[src/rtl/cpu_fsm_pkg.sv]
// Shared types and encodings for the simple RISC CPU controller.
package cpu_pkg;

  localparam int DATA_W = 16;
  localparam int REG_AW = 3;

  typedef enum logic [2:0] {
    S_WAIT,
    S_DECODE,
    S_WRITE_IMM,
    S_LOAD_A,
    S_LOAD_B,
    S_EXEC,
    S_WRITE
  } state_t;

  localparam logic [2:0] OPC_MOV = 3'b110;
  localparam logic [2:0] OPC_ALU = 3'b101;

  // op field meaning depends on opcode
  localparam logic [1:0] OP_MOV_REG = 2'b00;
  localparam logic [1:0] OP_MOV_IMM = 2'b10;
  localparam logic [1:0] OP_ADD     = 2'b00;
  localparam logic [1:0] OP_CMP     = 2'b01;
  localparam logic [1:0] OP_AND     = 2'b10;
  localparam logic [1:0] OP_MVN     = 2'b11;

  localparam logic [1:0] ALU_ADD  = 2'b00;
  localparam logic [1:0] ALU_SUB  = 2'b01;
  localparam logic [1:0] ALU_AND  = 2'b10;
  localparam logic [1:0] ALU_NOTB = 2'b11;

  localparam logic [1:0] VSEL_C     = 2'b00;
  localparam logic [1:0] VSEL_IMM   = 2'b01;
  localparam logic [1:0] VSEL_MDATA = 2'b10;
  localparam logic [1:0] VSEL_PC    = 2'b11;

  typedef struct packed {
    logic [2:0]  opcode;
    logic [1:0]  op;
    logic [2:0]  rn;
    logic [2:0]  rd;
    logic [1:0]  sh;
    logic [2:0]  rm;
    logic [15:0] sximm8;
    logic        legal;
  } dec_t;

  function automatic logic [15:0] sext8(input logic [7:0] v);
    return {{8{v[7]}}, v};
  endfunction

endpackage

[src/rtl/cpu_fsm_if.sv]
// Controller bus: wrapper-side inputs plus all datapath control outputs.
interface cpu_fsm_if #(
  parameter int DATA_W = 16,
  parameter int REG_AW = 3
);
  logic              load;
  logic              start;
  logic [DATA_W-1:0] instr;
  logic              waiting;
  logic [REG_AW-1:0] readnum;
  logic [REG_AW-1:0] writenum;
  logic              write;
  logic              loada;
  logic              loadb;
  logic              loadc;
  logic              loads;
  logic              asel;
  logic              bsel;
  logic [1:0]        vsel;
  logic [1:0]        shift;
  logic [1:0]        alu_op;
  logic [DATA_W-1:0] sximm8;
  logic              illegal;

  modport master (
    output load, start, instr,
    input  waiting, readnum, writenum, write, loada, loadb, loadc, loads,
           asel, bsel, vsel, shift, alu_op, sximm8, illegal
  );

  modport slave (
    input  load, start, instr,
    output waiting, readnum, writenum, write, loada, loadb, loadc, loads,
           asel, bsel, vsel, shift, alu_op, sximm8, illegal
  );
endinterface

[src/rtl/cpu_fsm_instr_decoder.sv]
// Combinational field extraction and legality check for the instruction register.
module instr_decoder
  import cpu_pkg::*;
(
  input  logic [15:0] i_ir,
  output dec_t        o_dec
);

  logic [2:0] w_opcode;
  logic [1:0] w_op;

  assign w_opcode = i_ir[15:13];
  assign w_op     = i_ir[12:11];

  always_comb begin
    o_dec        = '0;
    o_dec.opcode = w_opcode;
    o_dec.op     = w_op;
    o_dec.rn     = i_ir[10:8];
    o_dec.rd     = i_ir[7:5];
    o_dec.sh     = i_ir[4:3];
    o_dec.rm     = i_ir[2:0];
    o_dec.sximm8 = sext8(i_ir[7:0]);
    // MOV only has immediate and register forms; every ALU op is supported
    o_dec.legal  = (w_opcode == OPC_ALU) ||
                   ((w_opcode == OPC_MOV) && ((w_op == OP_MOV_IMM) || (w_op == OP_MOV_REG)));
  end

endmodule

[src/rtl/cpu_fsm.sv]
// Instruction register and Moore control FSM: one instruction per start.
module cpu_fsm
  import cpu_pkg::*;
#(
  parameter int DATA_W = 16,
  parameter int REG_AW = 3
) (
  input  logic     clk,
  input  logic     rst_n,
  cpu_fsm_if.slave bus
);

  state_t            r_state, w_next;
  logic [DATA_W-1:0] r_ir;
  logic              r_illegal;
  dec_t              w_dec;

  logic [REG_AW-1:0] w_readnum, w_writenum;
  logic              w_write, w_loada, w_loadb, w_loadc, w_loads, w_asel;
  logic [1:0]        w_vsel, w_shift, w_alu_op;
  logic              w_is_cmp;

  instr_decoder u_dec (
    .i_ir  (r_ir),
    .o_dec (w_dec)
  );

  assign w_is_cmp = (w_dec.opcode == OPC_ALU) && (w_dec.op == OP_CMP);

  always_ff @(posedge clk or negedge rst_n) begin
    if (!rst_n) r_state <= S_WAIT;
    else        r_state <= w_next;
  end

  // IR captures on the start edge too, so DECODE sees the fresh word
  always_ff @(posedge clk or negedge rst_n) begin
    if (!rst_n) begin
      r_ir      <= '0;
      r_illegal <= 1'b0;
    end else begin
      if ((r_state == S_WAIT) && bus.load) r_ir <= bus.instr;
      if ((r_state == S_WAIT) && bus.start)
        r_illegal <= 1'b0;
      else if ((r_state == S_DECODE) && !w_dec.legal)
        r_illegal <= 1'b1;
    end
  end

  always_comb begin
    w_next     = r_state;
    w_readnum  = '0;
    w_writenum = '0;
    w_write    = 1'b0;
    w_loada    = 1'b0;
    w_loadb    = 1'b0;
    w_loadc    = 1'b0;
    w_loads    = 1'b0;
    w_asel     = 1'b0;
    w_vsel     = VSEL_C;
    w_shift    = 2'b00;
    w_alu_op   = ALU_ADD;
    case (r_state)
      S_WAIT: if (bus.start) w_next = S_DECODE;
      S_DECODE: begin
        if (!w_dec.legal)
          w_next = S_WAIT;
        else if (w_dec.opcode == OPC_MOV)
          w_next = (w_dec.op == OP_MOV_IMM) ? S_WRITE_IMM : S_LOAD_B;
        else
          w_next = (w_dec.op == OP_MVN) ? S_LOAD_B : S_LOAD_A;
      end
      S_WRITE_IMM: begin
        w_write    = 1'b1;
        w_writenum = w_dec.rn;
        w_vsel     = VSEL_IMM;
        w_next     = S_WAIT;
      end
      S_LOAD_A: begin
        w_readnum = w_dec.rn;
        w_loada   = 1'b1;
        w_next    = S_LOAD_B;
      end
      S_LOAD_B: begin
        w_readnum = w_dec.rm;
        w_loadb   = 1'b1;
        w_next    = S_EXEC;
      end
      S_EXEC: begin
        w_shift = w_dec.sh;
        // MOV Rd,Rm is computed as 0 + shifted Rm
        if (w_dec.opcode == OPC_MOV) begin
          w_asel  = 1'b1;
          w_loadc = 1'b1;
        end else begin
          case (w_dec.op)
            OP_CMP:  begin w_alu_op = ALU_SUB;  w_loads = 1'b1; end
            OP_AND:  begin w_alu_op = ALU_AND;  w_loadc = 1'b1; end
            OP_MVN:  begin w_alu_op = ALU_NOTB; w_loadc = 1'b1; end
            default: begin w_alu_op = ALU_ADD;  w_loadc = 1'b1; end
          endcase
        end
        w_next = w_is_cmp ? S_WAIT : S_WRITE;
      end
      S_WRITE: begin
        w_write    = 1'b1;
        w_writenum = w_dec.rd;
        w_vsel     = VSEL_C;
        w_next     = S_WAIT;
      end
      default: w_next = S_WAIT;
    endcase
  end

  assign bus.waiting  = (r_state == S_WAIT);
  assign bus.readnum  = w_readnum;
  assign bus.writenum = w_writenum;
  assign bus.write    = w_write;
  assign bus.loada    = w_loada;
  assign bus.loadb    = w_loadb;
  assign bus.loadc    = w_loadc;
  assign bus.loads    = w_loads;
  assign bus.asel     = w_asel;
  assign bus.bsel     = 1'b0;
  assign bus.vsel     = w_vsel;
  assign bus.shift    = w_shift;
  assign bus.alu_op   = w_alu_op;
  assign bus.sximm8   = w_dec.sximm8;
  assign bus.illegal  = r_illegal;

endmodule

[src/flat_wrapper.sv]
// flat-port wrapper written by rule: the top's interface ports become plain ports
module cpu_fsm_flat import cpu_pkg::*;
#(
  parameter int DATA_W = 16,
  parameter int REG_AW = 3
)
  (clk, rst_n, bus_load, bus_start, bus_instr, bus_waiting, bus_readnum, bus_writenum, bus_write, bus_loada, bus_loadb, bus_loadc, bus_loads, bus_asel, bus_bsel, bus_vsel, bus_shift, bus_alu_op, bus_sximm8, bus_illegal);
  cpu_fsm_if #(.DATA_W(DATA_W), .REG_AW(REG_AW)) bus_i ();
  input  logic clk;
  input  logic rst_n;
  input wire logic [$bits(bus_i.load)-1:0] bus_load;
  input wire logic [$bits(bus_i.start)-1:0] bus_start;
  input wire logic [$bits(bus_i.instr)-1:0] bus_instr;
  output wire logic [$bits(bus_i.waiting)-1:0] bus_waiting;
  output wire logic [$bits(bus_i.readnum)-1:0] bus_readnum;
  output wire logic [$bits(bus_i.writenum)-1:0] bus_writenum;
  output wire logic [$bits(bus_i.write)-1:0] bus_write;
  output wire logic [$bits(bus_i.loada)-1:0] bus_loada;
  output wire logic [$bits(bus_i.loadb)-1:0] bus_loadb;
  output wire logic [$bits(bus_i.loadc)-1:0] bus_loadc;
  output wire logic [$bits(bus_i.loads)-1:0] bus_loads;
  output wire logic [$bits(bus_i.asel)-1:0] bus_asel;
  output wire logic [$bits(bus_i.bsel)-1:0] bus_bsel;
  output wire logic [$bits(bus_i.vsel)-1:0] bus_vsel;
  output wire logic [$bits(bus_i.shift)-1:0] bus_shift;
  output wire logic [$bits(bus_i.alu_op)-1:0] bus_alu_op;
  output wire logic [$bits(bus_i.sximm8)-1:0] bus_sximm8;
  output wire logic [$bits(bus_i.illegal)-1:0] bus_illegal;
  assign bus_i.load = bus_load;
  assign bus_i.start = bus_start;
  assign bus_i.instr = bus_instr;
  assign bus_waiting = bus_i.waiting;
  assign bus_readnum = bus_i.readnum;
  assign bus_writenum = bus_i.writenum;
  assign bus_write = bus_i.write;
  assign bus_loada = bus_i.loada;
  assign bus_loadb = bus_i.loadb;
  assign bus_loadc = bus_i.loadc;
  assign bus_loads = bus_i.loads;
  assign bus_asel = bus_i.asel;
  assign bus_bsel = bus_i.bsel;
  assign bus_vsel = bus_i.vsel;
  assign bus_shift = bus_i.shift;
  assign bus_alu_op = bus_i.alu_op;
  assign bus_sximm8 = bus_i.sximm8;
  assign bus_illegal = bus_i.illegal;
  cpu_fsm #(.DATA_W(DATA_W), .REG_AW(REG_AW)) u_core (.clk(clk), .rst_n(rst_n), .bus(bus_i));
endmodule
[config.mk]
export PLATFORM = sky130hd
export DESIGN_NAME = cpu_fsm_flat
export DESIGN_NICKNAME = d
export VERILOG_FILES = /design/src/rtl/cpu_fsm_pkg.sv /design/src/rtl/cpu_fsm_if.sv /design/src/rtl/cpu_fsm_instr_decoder.sv /design/src/rtl/cpu_fsm.sv /design/src/flat_wrapper.sv
export SDC_FILE = /design/constraint.sdc
export NUM_CORES = 1
export LEC_CHECK = 0
export CORE_UTILIZATION = 44
export DETAILED_ROUTE_END_ITERATION = 6
export PLACE_DENSITY = 0.95
export SLEW_MARGIN = 5
export SYNTH_ARGS = -nofsm -noshare
export SYNTH_HDL_FRONTEND = slang
export SYNTH_SLANG_ARGS = --single-unit
[constraint.sdc]
create_clock -name clk -period 2.9 [get_ports clk]
set_clock_uncertainty 0.2 [all_clocks]
set_input_delay 0.725 -clock clk [delete_from_list [all_inputs] [get_ports clk]]
set_output_delay 0.725 -clock clk [all_outputs]
set_load 0.02 [all_outputs]
==> run_1/metal_stack.png <==
Scale bar: 20 µm.
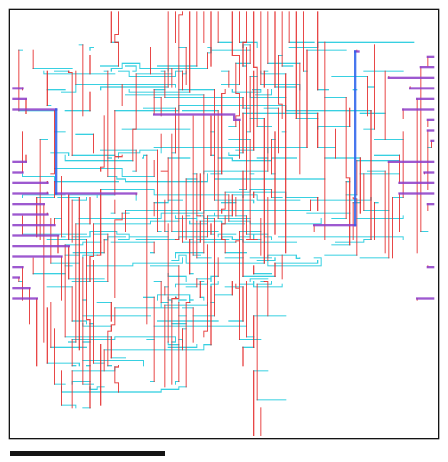
color	layer	wire length
purple	met3	125 µm
blue	met4	33.3 µm
cyan	met1	1140 µm
red	met2	1500 µm
Vias: 959
DRT Wirelength: 2790 µm
total routing usage reported by global routing: 19.7%
detail-routed net length per standard cell: 15.3 µm

==> run_1/registers.png <==
Other sequential cells in the stronger gray, the rest of the logic in the fainter gray.
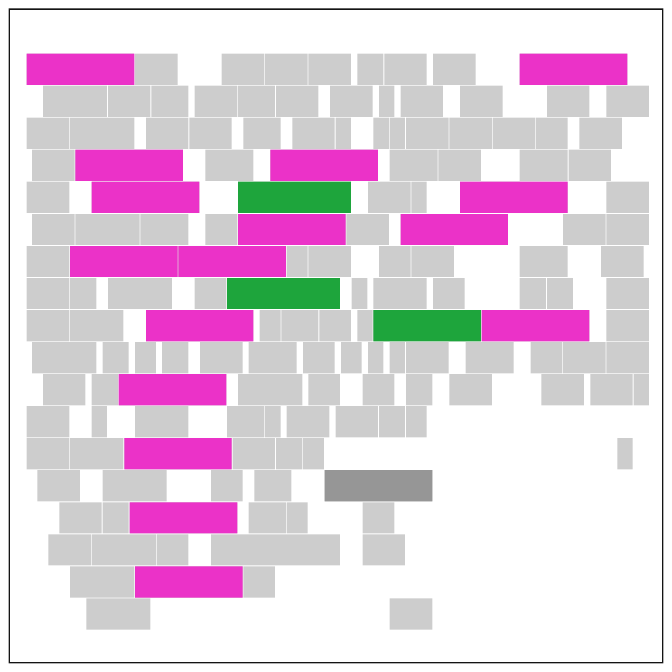
color	name in the netlist	sequential cells
green	`u_core.r_state`	3
magenta	`u_core.r_ir`	16

==> run_1/final_congestion.png <==
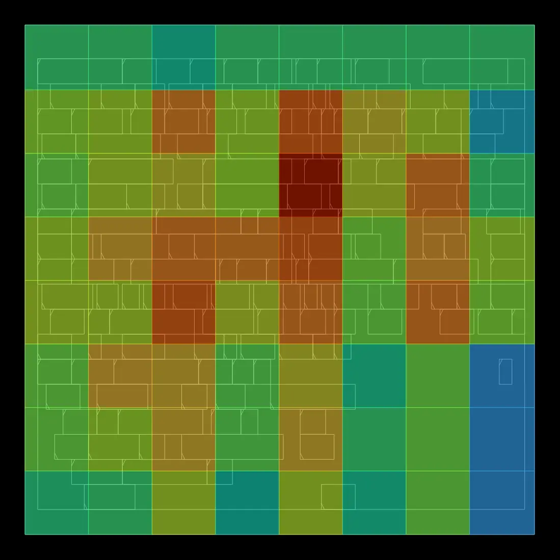
utilization of the core after routing: 67.5%
met2 global-route usage: 35.1%
met1 Track Usage GR: 23.9%
met3 capacity usage during global routing: 2.58%

==> results_tabular.tex, run 1 <==
% Synthesis and place-and-route results
\begin{tabular}{lr}
\hline
Metric & Value \\
\hline
\multicolumn{2}{l}{\textbf{Cells and area}} \\
\quad Multi-input combinational cell area & 571 µm² \\
\quad Multi-input gate share of the layout cell area & 32.6\% \\
\quad Number of multi-input logic gates & 68 \\
\quad Area delta synth->final & 39.7\% \\
\quad Net count of the finished layout & 173 \\
\quad Clock tree cell share of total cell area & 3.00\% \\
\quad Total number of sequential cells & 20 \\
\quad Antenna diodes & 0 \\
\quad Repair and plain buffers & 58 \\
\quad Nonclk inv count & 2 \\
\quad Dominant kind of cell by area & non-clock buffers \\
\quad Total non-filler cell area in the finished layout & 1750 µm² \\
\quad Reg area & 503 µm² \\
\quad Number of clock-tree buffers in the layout & 3 \\
\quad Post-layout instance count excluding filler cells & 182 \\
\quad Fill cell instance count of the final layout & 192 \\
\quad Share of cells above drive strength 1 & 19.7\% \\
\multicolumn{2}{l}{\textbf{Yosys}} \\
\quad Yosys stat area & 1250 µm² \\
\quad Area share of the largest cell type after synthesis & 40.0\% \\
\quad Async SR Flop Fraction & 100\% \\
\quad Area contributors post-synth & sky130\_fd\_sc\_hd\_\_dfrtp\_1 (40\%), sky130\_fd\_sc\_hd\_\_mux2\_4 (12\%), sky130\_fd\_sc\_hd\_\_buf\_4 (11\%) \\
\quad Number of synthesis warnings & 0 \\
\quad Most common library cells after synthesis & sky130\_fd\_sc\_hd\_\_dfrtp\_1 (20), sky130\_fd\_sc\_hd\_\_buf\_4 (18), sky130\_fd\_sc\_hd\_\_mux2\_4 (10), sky130\_fd\_sc\_hd\_\_nor2\_1 (7), sky130\_fd\_sc\_hd\_\_mux2\_2 (6) \\
\quad Number of standard cells reported by yosys & 112 \\
\quad Number of unique standard cell types used by synthesis & 34 \\
\quad Synthesized area per cell & 11.2 µm² \\
\quad Count of library flops with an enable pin & 0 \\
\quad Gate count of the mapped netlist & 112 \\
\quad Ys flops & 20 \\
\quad Synth Cell Area & 1250 µm² \\
\quad Synth area leader & sky130\_fd\_sc\_hd\_\_dfrtp\_1 \\
\quad Part of the Yosys area used for sequential elements & 40.0\% \\
\quad Most used standard cell by instance count after synthesis & sky130\_fd\_sc\_hd\_\_dfrtp\_1 \\
\quad Top flip-flop cell by instance count after synthesis & sky130\_fd\_sc\_hd\_\_dfrtp\_1 \\
\multicolumn{2}{l}{\textbf{Outcome}} \\
\quad Run status & finished clean \\
\multicolumn{2}{l}{\textbf{Floorplanning}} \\
\quad Vertical die dimension & 55.4 µm \\
\quad Starting density of the core & 48.4\% \\
\quad Die width & 55.4 µm \\
\quad Area of the chip & 3060 µm² \\
\quad I/O pin total & 57 \\
\quad Core footprint & 2590 µm² \\
\quad Tapcell count & 30 \\
\quad Standard-cell rows & 18 \\
\multicolumn{2}{l}{\textbf{Worst setup path}} \\
\quad Critical path origin & u\_core.r\_state[1] \\
\quad Highest net fanout along the worst path & 8 \\
\quad CP Capture Type & primary output \\
\quad Slowest cell on crit path & sky130\_fd\_sc\_hd\_\_clkdlybuf4s50\_1 \\
\quad Ordered cell list for the critical path & inv\_1 > and3\_2 > and3\_1 > clkdlybuf4s50\_1 \\
\quad Worst R2R End & u\_core.r\_ir[6] \\
\quad Critical path destination & bus\_alu\_op[1] \\
\quad CP bufs+invs & 2 \\
\quad Reg2reg path depth & 5 \\
\quad Critical path's largest stage delay & 0.60 ns \\
\quad Required arrival time at the worst endpoint & 1.98 ns \\
\quad Gate family responsible for the most delay along the worst path & buffers and inverters \\
\quad Worst setup path category & flip-flop to primary output \\
\quad FF-to-FF setup slack & 0.98 ns \\
\quad Number of stages on the worst setup path & 4 \\
\quad Signal arrival time at the worst endpoint & 1.90 ns \\
\quad Nature of the critical path startpoint & flip-flop \\
\quad Reg2Reg Launch Point & u\_core.r\_state[2] \\
\multicolumn{2}{l}{\textbf{Placement}} \\
\quad HPWL after detailed placement & 2200 µm \\
\quad Dpl ws & 0.246 ns \\
\quad Buffers on Ports & 54 \\
\quad Total instance count after detailed placement & 178 \\
\quad RePlAce Congestion & 0.789 \\
\quad Placement-stage cell area & 1680 µm² \\
\multicolumn{2}{l}{\textbf{Final timing}} \\
\quad \# setup viols final & 0 \\
\quad F\_max & 0.355 GHz \\
\quad Final-layout setup total negative slack & 0 ns \\
\quad Final Hold Violating Endpoints & 0 \\
\quad Unrepaired setup endpoints after global routing & no \\
\quad Max Slew Vio Count & 0 \\
\quad Min Hold Slack & 0.348 ns \\
\quad Crit path time final & 2.82 ns \\
\quad Final Cycle Share & 97.3\% \\
\quad Fin worst setup slack & 0.0796 ns \\
\multicolumn{2}{l}{\textbf{Clocking}} \\
\quad Clk pin slew, worst setup/hold paths & 0.12 ns \\
\quad Insertion delay of the later-clocked pin in the worst-skew pair & 0.30 ns \\
\quad Number of hold-repair buffers added at the cts stage & 0 \\
\quad Clock net sink count & 20 \\
\quad Clock Root Buffer & sky130\_fd\_sc\_hd\_\_clkbuf\_4 \\
\quad Number of gates resized after cts & 1 \\
\quad Number of levels the H-tree was split into & 1 \\
\quad Postcts setup bufs & 0 \\
\quad Clock tree from TritonCTS & built \\
\multicolumn{2}{l}{\textbf{Worst hold path}} \\
\quad Hold Path Class & flip-flop to flip-flop \\
\quad Min-Delay Endpoint & u\_core.r\_ir[4] \\
\quad Worst Hold Path Cells & 1 \\
\multicolumn{2}{l}{\textbf{Routing}} \\
\quad Remaining antenna violation count after routing & 0 \\
\quad Pre-antenna DRT Iters & 4 \\
\quad Vias/cell & 5.27 \\
\quad Remaining design rule violation count & 0 \\
\multicolumn{2}{l}{\textbf{Run}} \\
\quad Number of maximum-capacitance violations & 0 \\
\quad Number of OpenROAD warnings & 26 \\
\multicolumn{2}{l}{\textbf{Pwr}} \\
\quad Group with the largest share of power & combinational cells \\
\quad Relative contribution of the clock network to total power & 12.1\% \\
\quad Static leakage & 0.793 nW \\
\quad Worst vdd ir & 0.851 mV \\
\quad Cell Pwr Density & 1090 nW/µm² \\
\quad Overall Power & 1.90 mW \\
\quad Clock Power & 0.231 mW \\
\quad Logic pwr share & 57.2\% \\
\quad Sequential power share & 30.7\% \\
\quad Internal power contribution & 1.15 mW \\
\quad Power in sequential cells & 0.584 mW \\
\multicolumn{2}{l}{\textbf{GRT}} \\
\quad Largest net degree at the start of global routing & 21 \\
\quad First-pass GRT wire length & 4770 µm \\
\quad Number of antenna violations at the first check in global routing & 0 \\
\quad Overall overflow remaining after global route & 0 \\
\hline
\end{tabular}
[run 1: layout by cell type (no fill, tap or decap), types with 3 or more instances in the layout]
cell type and n:
sky130_fd_sc_hd__dfrtp_1 18, sky130_fd_sc_hd__mux2i_1 3, sky130_fd_sc_hd__and2_1 4, sky130_fd_sc_hd__a22o_1 3, sky130_fd_sc_hd__and3_1 3, sky130_fd_sc_hd__clkdlybuf4s50_1 51, sky130_fd_sc_hd__mux2_2 6, sky130_fd_sc_hd__mux2_4 10
sky130_fd_sc_hd__nor2_1 6, sky130_fd_sc_hd__buf_4 4, sky130_fd_sc_hd__nand2_1 3, sky130_fd_sc_hd__clkbuf_4 3, sky130_fd_sc_hd__dlymetal6s2s_1 3, sky130_fd_sc_hd__o21ai_0 3
[run 1: logic make-up (layout without fill, tap and decap cells)]
group	after synthesis	in the layout	synth area share, %
muxes	19	19	19.8
other	1	2	0.299
buffers and inverters	25	64	15.5
DFF	20	20	40.0
and+or+nand+nor	34	34	16.5
AOI/OAI and AO/OA	13	13	7.99
[run 1: layer usage]
layer	global-route usage [%]	share of wire, %	up-vias
met5	0	0	-
met4	7.86	1.2	0
met3	2.58	4.4	4
met2	35.1	54	37
met1	23.9	41	459
li1	-	-	459
[run 1: worst reg2reg max path, stage by stage, from the launching register on]
cell,delay (ns)
sky130_fd_sc_hd__dfrtp_2,0.47
sky130_fd_sc_hd__buf_4,0.20
sky130_fd_sc_hd__nor3_2,0.14
sky130_fd_sc_hd__and2_1,0.15
sky130_fd_sc_hd__buf_4,0.27
sky130_fd_sc_hd__mux2_2,0.39
[run 1: flip-flops by register name, summed over array words and instances, names as in the netlist]
name                count
u_core.bus.illegal      1
u_core.r_ir            16
u_core.r_state          3
==> inputs of run 2 (changes only) <==
CTS_BUF_LIST = sky130_fd_sc_hd__clkbuf_16   (was not set)
==> run_2/metal_stack.png <==
Scale bar: 20 µm.
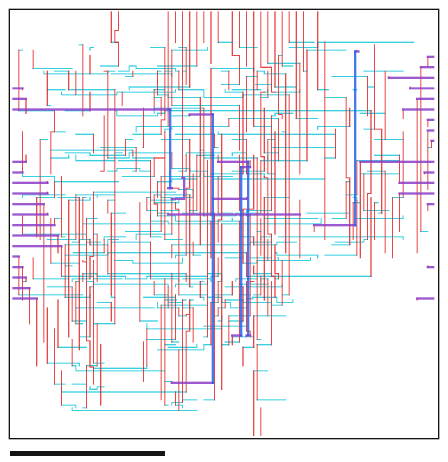
color	layer	wire length
red	met2	1640 µm
blue	met4	112 µm
purple	met3	156 µm
cyan	met1	1170 µm
Vias: 993
DRT Wirelength: 3070 µm
detail-routed net length per standard cell: 16.9 µm
total routing usage reported by global routing: 22.1%

==> run 2 against run 1 <==
  * Synthesized area stayed put
  * Combinational power hardly changed
  * Setup slack worse by 0.0019 ns
  * Register-to-register slack hardly changed
  * Clock-buffer cell count stayed put
  * First-iteration DRC count is 14% lower
  * Final cell count stayed put
  * Largest cell class unchanged
==> results_tabular.tex, run 2 <==
% Synthesis and place-and-route results
\begin{tabular}{lr}
\hline
Metric & Value \\
\hline
\multicolumn{2}{l}{\textbf{Final timing}} \\
\quad Final-layout setup total negative slack & 0 ns (unchanged) \\
\quad Final Hold Violating Endpoints & 0 (unchanged) \\
\quad Final Cycle Share & 97.3\% (about the same) \\
\quad Max Slew Vio Count & 0 (unchanged) \\
\quad Crit path time final & 2.82 ns (+0.00186 ns) \\
\quad Fin worst setup slack & 0.0778 ns (-0.00186 ns) \\
\quad Unrepaired setup endpoints after global routing & no \\
\multicolumn{2}{l}{\textbf{Worst setup path}} \\
\quad Required arrival time at the worst endpoint & 1.98 ns (about the same) \\
\quad Signal arrival time at the worst endpoint & 1.90 ns (about the same) \\
\quad CP Capture Type & primary output \\
\quad Ordered cell list for the critical path & inv\_1 > and3\_2 > and3\_1 > clkdlybuf4s50\_1 \\
\quad Reg2reg path depth & 5 (unchanged) \\
\quad Gate family responsible for the most delay along the worst path & buffers and inverters \\
\quad Nature of the critical path startpoint & flip-flop \\
\quad Worst R2R End & u\_core.r\_ir[6] \\
\quad Critical path's largest stage delay & 0.61 ns (about the same) \\
\quad FF-to-FF setup slack & 0.97 ns (about the same) \\
\quad Worst setup path category & flip-flop to primary output \\
\quad Reg2Reg Launch Point & u\_core.r\_state[2] \\
\quad CP bufs+invs & 2 (unchanged) \\
\multicolumn{2}{l}{\textbf{Routing}} \\
\quad Remaining design rule violation count & 0 (unchanged) \\
\quad Detailed-route wire length on metal 1 & 1170 µm (+2.7\%) \\
\quad Vias/cell & 5.46 (+3.5\%) \\
\quad Top routing layer in use & met4 \\
\quad Detail Route met3 WL & 156 µm (+26\%) \\
\quad Remaining antenna violation count after routing & 0 (unchanged) \\
\multicolumn{2}{l}{\textbf{Yosys}} \\
\quad Dominant comb cell & multiplexers \\
\quad Number of standard cells reported by yosys & 112 (unchanged) \\
\quad Number of synthesis warnings & 0 (unchanged) \\
\quad Area contributors post-synth & sky130\_fd\_sc\_hd\_\_dfrtp\_1 (40\%), sky130\_fd\_sc\_hd\_\_mux2\_4 (12\%), sky130\_fd\_sc\_hd\_\_buf\_4 (11\%) \\
\quad Async SR Flop Fraction & 100\% (unchanged) \\
\quad Synthesized area per cell & 11.2 µm² (unchanged) \\
\quad Synth Cell Area & 1250 µm² (unchanged) \\
\quad Simple share & 16.5\% (unchanged) \\
\quad And-or/or-and share of the synthesized area & 7.99\% (unchanged) \\
\quad Most common library cells after synthesis & sky130\_fd\_sc\_hd\_\_dfrtp\_1 (20), sky130\_fd\_sc\_hd\_\_buf\_4 (18), sky130\_fd\_sc\_hd\_\_mux2\_4 (10), sky130\_fd\_sc\_hd\_\_nor2\_1 (7), sky130\_fd\_sc\_hd\_\_mux2\_2 (6) \\
\quad Post-synthesis share of cell area spent on xor and xnor gates & 0\% (unchanged) \\
\quad Synth area leader & sky130\_fd\_sc\_hd\_\_dfrtp\_1 \\
\quad Number of unique standard cell types used by synthesis & 34 (unchanged) \\
\quad Proportion of synthesized area in mux cells & 19.8\% (unchanged) \\
\quad Post-synthesis adder-cell area fraction & 0\% (unchanged) \\
\multicolumn{2}{l}{\textbf{Pwr}} \\
\quad Overall Power & 2.08 mW (+9.1\%) \\
\quad Static leakage & 0.783 nW (-1.3\%) \\
\quad Worst vdd ir & 0.859 mV (+1.0\%) \\
\quad Cell Pwr Density & 1160 nW/µm² (+6.3\%) \\
\multicolumn{2}{l}{\textbf{Clocking}} \\
\quad Number of levels the H-tree was split into & 1 (unchanged) \\
\quad Insertion delay of the later-clocked pin in the worst-skew pair & 0.26 ns (-0.04 ns) \\
\quad Clk pin slew, worst setup/hold paths & 0.06 ns (-0.06 ns) \\
\quad Number of hold-repair buffers added at the cts stage & 0 (unchanged) \\
\multicolumn{2}{l}{\textbf{Run}} \\
\quad Number of OpenROAD warnings & 26 (unchanged) \\
\quad Number of maximum-capacitance violations & 0 (unchanged) \\
\multicolumn{2}{l}{\textbf{Placement}} \\
\quad Dpl ws & 0.246 ns (unchanged) \\
\quad HPWL after detailed placement & 2200 µm (unchanged) \\
\quad Placement-stage cell area & 1680 µm² (unchanged) \\
\quad Buffers on Ports & 54 (unchanged) \\
\multicolumn{2}{l}{\textbf{Cells and area}} \\
\quad Net count of the finished layout & 173 (unchanged) \\
\quad Fill cell instance count of the final layout & 180 (-6.3\%) \\
\quad Area delta synth->final & 43.3\% \\
\quad Post-layout instance count excluding filler cells & 182 (unchanged) \\
\quad Antenna diodes & 0 (unchanged) \\
\quad Flip-flop count of the largest register, all copies and words added & 16 (unchanged) \\
\quad Total non-filler cell area in the finished layout & 1790 µm² (+2.6\%) \\
\quad Share of cells above drive strength 1 & 18.4\% (-1.3 points) \\
\quad Top Layout Cells & sky130\_fd\_sc\_hd\_\_clkdlybuf4s50\_1 (53), sky130\_fd\_sc\_hd\_\_dfrtp\_1 (20), sky130\_fd\_sc\_hd\_\_mux2\_4 (10), sky130\_fd\_sc\_hd\_\_nor2\_1 (6), sky130\_fd\_sc\_hd\_\_mux2\_2 (6) \\
\quad Dominant logic cell type in the layout & sky130\_fd\_sc\_hd\_\_clkdlybuf4s50\_1 \\
\quad Register bank with the most flops & u\_core.r\_ir \\
\quad Reg area & 500 µm² (-0.50\%) \\
\multicolumn{2}{l}{\textbf{Outcome}} \\
\quad Run status & finished clean \\
\multicolumn{2}{l}{\textbf{Floorplanning}} \\
\quad Area of the chip & 3060 µm² (unchanged) \\
\quad Starting density of the core & 48.4\% (unchanged) \\
\quad Die width & 55.4 µm (unchanged) \\
\quad I/O pin total & 57 (unchanged) \\
\quad Vertical die dimension & 55.4 µm (unchanged) \\
\multicolumn{2}{l}{\textbf{GRT}} \\
\quad Met1 Track Usage GR & 25.1\% (+1.2 points) \\
\quad Gr busiest metal & met2 \\
\quad Met3 capacity usage during global routing & 4.45\% (+1.9 points) \\
\quad Largest net degree at the start of global routing & 21 (unchanged) \\
\quad Number of antenna violations at the first check in global routing & 0 (unchanged) \\
\quad First-pass GRT wire length & 5150 µm (+7.8\%) \\
\hline
\end{tabular}
-- run 2: cell types whose count changed in the layout (fill, tap and decap cells not counted) --
cell and change:
sky130_fd_sc_hd__clkbuf_16 +3, sky130_fd_sc_hd__clkdlybuf4s50_1 +2, sky130_fd_sc_hd__clkbuf_4 -3, sky130_fd_sc_hd__dfrtp_2 -2, sky130_fd_sc_hd__dfrtp_1 +2, sky130_fd_sc_hd__dlymetal6s2s_1 -2
-- run 2: worst max path at each step --
stage | slack (ns) | endpoint | startpoint
finish | 0.08 | bus_alu_op[0] | u_core.r_state[1]
detailed placement | 0.25 | bus_readnum[0] | u_core.r_state[1]
floorplan | 0.44 | bus_readnum[0] | u_core.r_state[1]
global placement | 0.32 | bus_readnum[2] | u_core.r_state[1]
global route | 0.01 | bus_alu_op[0] | u_core.r_state[1]
CTS | 0.03 | bus_alu_op[0] | u_core.r_state[1]
-- run 2: power breakdown --
part           internal, mW  switching, mW  leakage, nW  total, mW
combinational         0.597          0.503        0.495       1.10
sequential            0.418          0.173        0.237      0.591
clock                 0.274          0.111       0.0511      0.385
total                  1.29          0.787        0.783       2.08
-- run 2: metrics by stage --
stage,utilization (%),hold slack (ns)
final,69.3,0.334
after global placement,64.8,0.308
after global routing,69.3,0.352
after floorplan,-,0.229
after detailed placement,64.8,0.324
after CTS,69.0,0.337
-- run 2: area by class of cell --
cell class | count | area share, %
Tap cell | 30 | 2.09
Sequential cell | 20 | 27.9
Clock buffer | 3 | 4.18
Multi-Input combinational cell | 68 | 31.8
Clock inverter | 1 | 1.67
Timing Repair Buffer | 58 | 31.9
Inverter | 2 | 0.418
-- run 2: timing repair --
action,in CTS,in global routing
gates resized,1,3
buffers inserted,0,0
endpoints found under the hold margin,0,0
setup endpoints to repair,3,6
pin swaps,0,0
==> inputs of run 3 (changes only) <==
CORE_MARGIN = 4   (was not set)
CTS_CLUSTER_SIZE = 24   (was not set)
==> run_3/metal_stack.png <==
Scale bar: 20 µm.
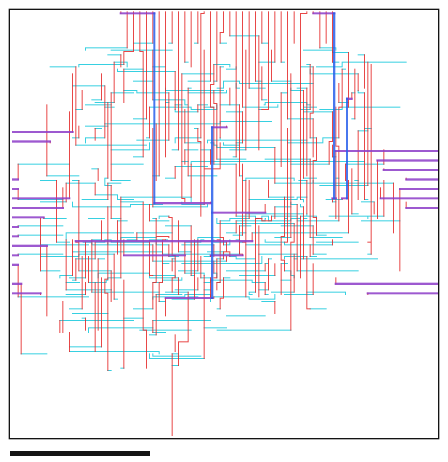
color	layer	wire length
red	met2	1590 µm
cyan	met1	1180 µm
blue	met4	92.5 µm
purple	met3	197 µm
detail-routed net length per standard cell: 16.8 µm
Vias: 972
total routing usage reported by global routing: 17.3%
DRT Wirelength: 3060 µm

==> run 3 against run 2 <==
  * Clock power is 26% lower
  * Global-route usage is 4.7 points lower
  * Routed wire length is 0.55% lower
  * Final cell count stayed put
  * Critical path depth stayed put
  * Sequential share of layout area is 0.61 points higher
  * Sequential cell count stayed put
  * Synthesized cell count stayed put
  * Synthesized area stayed put
  * Maximum frequency is 0.34% higher
  * Setup slack better by 0.0096 ns
==> results_tabular.tex, run 3 <==
% Synthesis and place-and-route results
\begin{tabular}{lr}
\hline
Metric & Value \\
\hline
\multicolumn{2}{l}{\textbf{Yosys}} \\
\quad And-or/or-and share of the synthesized area & 7.99\% (unchanged) \\
\quad Number of unique standard cell types used by synthesis & 34 (unchanged) \\
\quad Synth Cell Area & 1250 µm² (unchanged) \\
\quad Async SR Flop Fraction & 100\% (unchanged) \\
\quad Number of synthesis warnings & 0 (unchanged) \\
\quad Post-synthesis share of cell area spent on xor and xnor gates & 0\% (unchanged) \\
\quad Number of standard cells reported by yosys & 112 (unchanged) \\
\quad Post-synthesis adder-cell area fraction & 0\% (unchanged) \\
\quad Synthesized area per cell & 11.2 µm² (unchanged) \\
\quad Area contributors post-synth & sky130\_fd\_sc\_hd\_\_dfrtp\_1 (40\%), sky130\_fd\_sc\_hd\_\_mux2\_4 (12\%), sky130\_fd\_sc\_hd\_\_buf\_4 (11\%) \\
\quad Most common library cells after synthesis & sky130\_fd\_sc\_hd\_\_dfrtp\_1 (20), sky130\_fd\_sc\_hd\_\_buf\_4 (18), sky130\_fd\_sc\_hd\_\_mux2\_4 (10), sky130\_fd\_sc\_hd\_\_nor2\_1 (7), sky130\_fd\_sc\_hd\_\_mux2\_2 (6) \\
\quad Simple share & 16.5\% (unchanged) \\
\quad Synth area leader & sky130\_fd\_sc\_hd\_\_dfrtp\_1 \\
\multicolumn{2}{l}{\textbf{Clocking}} \\
\quad Clk pin slew, worst setup/hold paths & 0.06 ns (about the same) \\
\quad Insertion delay of the later-clocked pin in the worst-skew pair & 0.25 ns (about the same) \\
\quad Number of levels the H-tree was split into & 1 (unchanged) \\
\quad Number of hold-repair buffers added at the cts stage & 0 (unchanged) \\
\multicolumn{2}{l}{\textbf{Cells and area}} \\
\quad Fraction of area in registers & 28.5\% (+0.61 points) \\
\quad Number of multi-input logic gates & 68 (unchanged) \\
\quad Flip-flop count of the largest register, all copies and words added & 16 (unchanged) \\
\quad Dominant logic cell type in the layout & sky130\_fd\_sc\_hd\_\_clkdlybuf4s50\_1 \\
\quad Reg area & 502 µm² (+0.25\%) \\
\quad Multi-input gate share of the layout cell area & 32.4\% (+0.61 points) \\
\quad Fill cell instance count of the final layout & 201 (+12\%) \\
\quad Non-clk buf share & 32.0\% (+0.044 points) \\
\quad Nonclk inv count & 2 (unchanged) \\
\quad Dominant kind of cell by area & multi-input combinational cells \\
\quad Register bank with the most flops & u\_core.r\_ir \\
\quad Repair and plain buffers & 57 (-1.7\%) \\
\quad Net count of the finished layout & 172 (-0.58\%) \\
\quad Antenna diodes & 0 (unchanged) \\
\quad Number of clock-tree buffers in the layout & 3 (unchanged) \\
\quad Top Layout Cells & sky130\_fd\_sc\_hd\_\_clkdlybuf4s50\_1 (54), sky130\_fd\_sc\_hd\_\_dfrtp\_1 (19), sky130\_fd\_sc\_hd\_\_mux2\_4 (10), sky130\_fd\_sc\_hd\_\_nor2\_1 (6), sky130\_fd\_sc\_hd\_\_mux2\_2 (6) \\
\multicolumn{2}{l}{\textbf{Final timing}} \\
\quad Fin worst setup slack & 0.0874 ns (+0.00963 ns) \\
\quad Unrepaired setup endpoints after global routing & no \\
\quad Max Slew Vio Count & 0 (unchanged) \\
\quad Final Cycle Share & 97.0\% (-0.33 points) \\
\quad Crit path time final & 2.81 ns (-0.00963 ns) \\
\quad Final Hold Violating Endpoints & 0 (unchanged) \\
\quad Min Hold Slack & 0.323 ns (-0.0116 ns) \\
\multicolumn{2}{l}{\textbf{Floorplanning}} \\
\quad I/O pin total & 57 (unchanged) \\
\quad Tapcell count & 31 (+3.3\%) \\
\multicolumn{2}{l}{\textbf{Worst setup path}} \\
\quad Nature of the critical path startpoint & flip-flop \\
\quad Required arrival time at the worst endpoint & 1.98 ns (about the same) \\
\quad Ordered cell list for the critical path & inv\_1 > and3\_2 > and3\_1 > clkdlybuf4s50\_1 \\
\quad CP bufs+invs & 2 (unchanged) \\
\quad Critical path's largest stage delay & 0.60 ns (about the same) \\
\quad Gate family responsible for the most delay along the worst path & buffers and inverters \\
\quad Signal arrival time at the worst endpoint & 1.89 ns (about the same) \\
\quad FF-to-FF setup slack & 1.03 ns (+0.06 ns) \\
\multicolumn{2}{l}{\textbf{Routing}} \\
\quad Vias/cell & 5.34 (-2.1\%) \\
\quad Top routing layer in use & met4 \\
\quad Detailed-route wire length on metal 1 & 1180 µm (+1.0\%) \\
\multicolumn{2}{l}{\textbf{Placement}} \\
\quad Buffers on Ports & 54 (unchanged) \\
\quad HPWL after detailed placement & 2300 µm (+4.6\%) \\
\quad Dpl ws & 0.211 ns (-0.0352 ns) \\
\multicolumn{2}{l}{\textbf{Pwr}} \\
\quad Logic pwr share & 54.5\% (+1.5 points) \\
\quad Internal power contribution & 1.19 mW (-7.6\%) \\
\quad Sequential power share & 30.9\% (+2.4 points) \\
\quad Sw Share & 39.3\% (+1.3 points) \\
\quad Worst vdd ir & 0.791 mV (-8.0\%) \\
\quad Relative contribution of the clock network to total power & 14.6\% (-4.0 points) \\
\multicolumn{2}{l}{\textbf{GRT}} \\
\quad Number of antenna violations at the first check in global routing & 0 (unchanged) \\
\quad First-pass GRT wire length & 4740 µm (-7.9\%) \\
\quad Largest net degree at the start of global routing & 21 (unchanged) \\
\multicolumn{2}{l}{\textbf{Run}} \\
\quad Number of OpenROAD warnings & 26 (unchanged) \\
\multicolumn{2}{l}{\textbf{Outcome}} \\
\quad Run status & finished clean \\
\hline
\end{tabular}
## run 3: metrics by stage
| stage | cell area (µm²) | power (mW) | util, % | cells |
|---|---|---|---|---|
| 4_1_cts | 1760 | 1.98 | 64.2 | 182 |
| 3_5_place_dp | 1670 | 1.67 | 61.1 | 178 |
| 2_1_floorplan | 1260 | 1.40 | - | 113 |
| 3_3_place_gp | 1670 | 1.63 | 61.1 | 178 |
| 5_1_grt | 1760 | 2.08 | 64.4 | 182 |
| 6_report | 1760 | 1.96 | 64.4 | 182 |
## run 3: kinds of logic after synthesis
group           count (synthesis)
flops                          20
buf+inv                        25
compound gates                 13
simple gates                   34
other cells                     1
mux                            19
## run 3: metal layers
metal / GRT usage (%) / vias up
li1: - / 455
met1: 20.8 / 470
met2: 29.3 / 38
met3: 3.98 / 9
met4: 8.18 / 0
met5: 0 / -
## run 3: what timing repair did
item	4_1_cts	5_1_grt
pin swaps	0	0
resized	1	3
endpoints found under the hold margin	0	0
endpoints found under the setup margin	3	8
## run 3: power groups by stage
stage	logic, mW	clock network (mW)	registers, mW
floorplan	0.859	0	0.540
global placement	1.04	0	0.584
detailed placement	1.07	0	0.601
CTS	1.08	0.292	0.604
global route	1.14	0.299	0.640
finish	1.07	0.286	0.606
## run 3: worst paths after layout
path / startpoint / end / depth (start not counted)
max: u_core.r_state[1] / bus_alu_op[1] / 4
min: u_core.r_ir[4] / u_core.r_ir[4] / 1
max reg2reg: u_core.r_state[2] / u_core.r_ir[9] / 5
min reg2reg: u_core.r_ir[4] / u_core.r_ir[4] / 1
max in group asynchronous: rst_n / u_core.r_state[0] / 2
min in group asynchronous: rst_n / u_core.r_ir[6] / 2

==> layout pictures side by side <==
Pin placement.
Pins as bars across the die edge, other pins in gray.
(a)
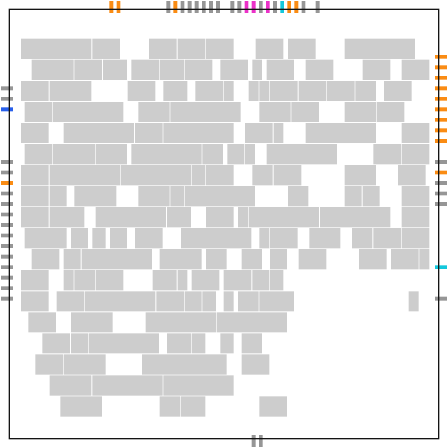
(b)
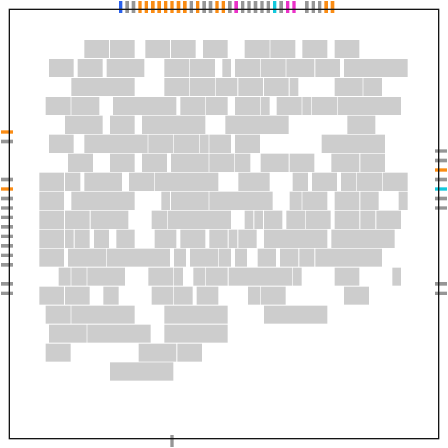
(b) is run 3.
(a) is run 2.

Power and IR drop assume default switching activity.
